Fig. 1: signal wires on met1
Cells faint in the background.
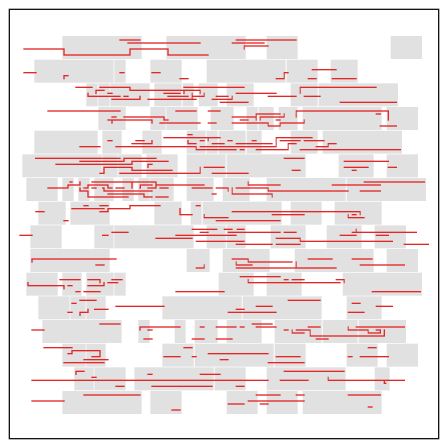
Fig. 2: signal wires on met2
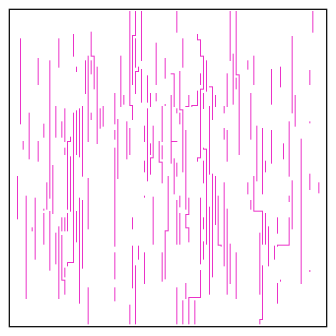
Fig. 3: the metal 3 layer
Cells faint in the background.
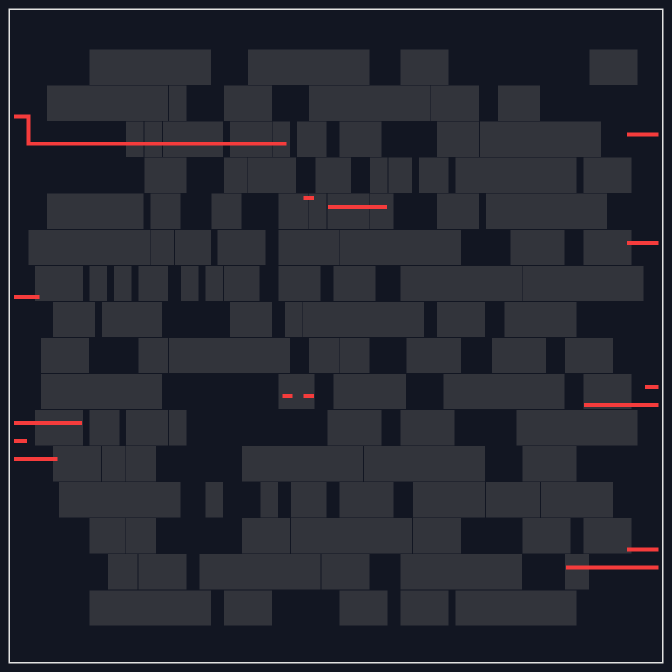
==> config.mk <==
export PLATFORM = sky130hd
export DESIGN_NAME = fifo_drain_ctrl
export DESIGN_NICKNAME = d
export VERILOG_FILES = /design/src/rtl/fifo_drain_ctrl.sv
export SDC_FILE = /design/constraint.sdc
export NUM_CORES = 1
export LEC_CHECK = 0
export ABC_AREA = 0
export CAP_MARGIN = 10
export CORE_UTILIZATION = 50
export DETAILED_ROUTE_END_ITERATION = 7
export HOLD_SLACK_MARGIN = 0.05
export PLACE_DENSITY_LB_ADDON = 0.12
export SETUP_SLACK_MARGIN = 0.2
export SLEW_MARGIN = 20
export SYNTH_ARGS = -nofsm -noshare
export SYNTH_HDL_FRONTEND = slang
export SYNTH_SLANG_ARGS = --single-unit
export TNS_END_PERCENT = 100
==> constraint.sdc <==
create_clock -name clk -period 5.7 [get_ports clk]
set_input_delay 1.14 -clock clk [delete_from_list [all_inputs] [get_ports clk]]
set_output_delay 1.14 -clock clk [all_outputs]
set_load 0.005 [all_outputs]
==> run notes <==
flow finished, numbers: clk slew on worst S/H paths 0.11 ns, post-route antenna net violation count 0, first-pass GRT wire length 3480 µm, status finished, final reports clean, minimum period implied by the final worst setup slack 4.86 ns, Inst Count DP roughly 140, first-pass detailed-route iteration total 4, buffer depth of the longest clock path 2, Setup TNS 0 ns, PostCTS Resize Cnt 0, Antenna Cells 0, pwr/cell area 473 mW/mm², Slew @ Worst Pin 0.552 ns, Commonest cells post-synth 24 x dfrtp_1, 10 x nand2_1, 8 x mux2_2, 7 x xnor2_1, Syn Inst Count 89, Chip Area 0.00242 mm², peak supply drop 0.284 mV, nets 130, Final Hold Vio Count 0, Relative slew margins 63.0%, gpl congestion 0.740, cell row count 16, Yosys chip area 0.00111 mm², CP Class primary input to primary output, Critical Path End Type primary output, EDFF count, synth 0, Final setup viols 0, CP max FO 7, initial antenna violation count 0, required time of the critical path 4.56 ns, clk_skew 0.00534 ns, Post-synth area hogs dfrtp_1 54%, mux2_2 8.1%, xnor2_1 5.5%, mux2_4 5.4%, nand2_1 3.4%, Die Width 49.2 µm, Clock Sinks 24, drt drc 0, Area Growth Syn to Fin 25.4%, non-filler cells, final 142, Post CTS Setup Buffer Count 0, R2R depth 7, Late-Pin Clk Latency ~0.30 ns, final worst slack 0.841 ns, Iteration-0 DRC Markers 10, vias per cell 5.30, leading area contributor after synthesis dfrtp_1, Tool Warnings 26, Seq share, synth 53.9%, R2R Setup Slk roughly 3.4 ns, gr usage total 19.5%, Synth flops 24, num ports 26, Max Cap Viol 0, post-synthesis cell area 0.00111 mm², most common cell in the netlist dfrtp_1, Worst Hold Class flip-flop to flip-flop, pin count of the biggest net entering global routing 25, Fmax between 200 and 250 MHz, CTS tree done, leakage a little over 0.6 nW, Yosys cell types 28, Setup crit start kind primary input, Core Util, Final 69.1%, RSZ-0062 raised after global routing no, drt wl/cell 14.0 µm, Clock Tree Root clkbuf_4, worst hold path depth 1, # hold bufs at CTS 0, ys flop type dfrtp_1, Die H 49.2 µm, Setup Slack @ Placement 0.832 ns, Buffers on Ports 25, asr flop ratio synth 100%, syn avg cell area between 10 and 15 µm², CORE AREA 0.00202 mm², layout cells sized above 1 16.5%, Slew Limit Fails 0, post-route cell area 0.00140 mm², H-tree levels 1, Post-DP Area 0.00138 mm², vias in the first global route 778, Yosys warnings 0, floorplan utilization 55.1%, # Cells Yosys approximately 89, Worst EP arrival 3.72 ns, Top-area cell share 53.9%, Post-DP HPWL 1450 µm, Post-Syn Nets 102, fin crit share 85.3%, grt total ovfl 0, TritonCTS Buffers 3
## Picture notes: Fig. 1
wire length on this layer	843 µm
nets with wire on the layer	112
share of all routed wire	42%
Vias: 753
GRT met1 Usage: 24.7%

## Picture notes: Fig. 2
main direction	vertical
share of all routed wire	53%
nets with wire on the layer	114
longest straight run	23.3 µm
wire length on this layer	1060 µm
Total Wirelength: 1990 µm
met2 GRT Util: 31.7%

## Picture notes: Fig. 3
main direction	horizontal
wire length on this layer	56.3 µm
share of all routed wire	2.8%
nets with wire on the layer	13
met3 usage: 2.80%

[worst max-delay path, cell delays in order]
cell	delay, ns
clkdlybuf4s50_1	0.52
o21ai_1	0.22
nand2_1	0.14
nand2_1	0.06
ha_1	0.19
fa_1	0.47
nand2b_1	0.17
nor4_1	0.24
clkdlybuf4s50_1	0.56
[report_power, final]
group	internal, mW	total (mW)	switching [mW]
combinational	0.189	0.286	0.0970
clock	0.0246	0.0701	0.0455
sequential	0.237	0.305	0.0682
total	0.450	0.661	0.211
[layout by cell type (no fill, tap or decap)]
cell type,netlist,final
buf_2,0,1
and2_1,1,1
mux2_2,8,8
o311ai_0,1,1
o21a_1,1,1
or3b_1,1,1
nand4_1,3,3
nor3b_2,1,1
o21ai_1,1,1
nand2b_1,4,4
nor3b_1,1,1
fa_1,1,1
dfrtp_1,24,24
nor3_1,2,2
xnor2_1,7,7
or2_2,2,2
a21boi_0,1,1
mux2_4,4,4
and3_1,2,2
a21oi_1,1,1
inv_1,2,2
ha_1,2,2
nand2_1,10,10
xor2_1,3,3
nand3_1,1,1
clkbuf_4,0,3
clkdlybuf4s50_1,0,24
nor2_1,2,2
nor4_1,1,1
[layout make-up]
type | count | area (µm²)
clock buffers | 3 | 22.5
flip-flops and latches | 24 | 601
inverters | 2 | 7.51
well taps | 27 | 33.8
multi-input cells | 61 | 487
repair buffers | 25 | 245
fillers | 165 | 626
[cell families after synthesis]
group / count (synthesis) / synth area share (%)
compound gates: 5 / 3.03
xor+xnor: 10 / 7.87
fa+ha+maj: 3 / 4.04
buf+inv: 4 / 2.36
flops: 24 / 53.9
mux: 12 / 13.5
simple gates: 31 / 15.3
[layer usage]
layer,vias to the layer above,GRT usage [%],wire length (µm)
li1,358,-,-
met1,376,24.7,842
met2,15,31.7,1060
met3,4,2.80,56
met4,0,11.3,34
met5,-,0,0
[per-stage QoR]
| stage | hold WS, ns | total power [mW] |
|---|---|---|
| 2_1_floorplan | 0.452 | 0.461 |
| 3_3_place_gp | 0.451 | 0.582 |
| 3_5_place_dp | 0.467 | 0.597 |
| 4_1_cts | 0.489 | 0.672 |
| 5_1_grt | 0.511 | 0.710 |
| 6_report | 0.486 | 0.661 |
No activity file was given, so power comes from the tool's default toggle rates.
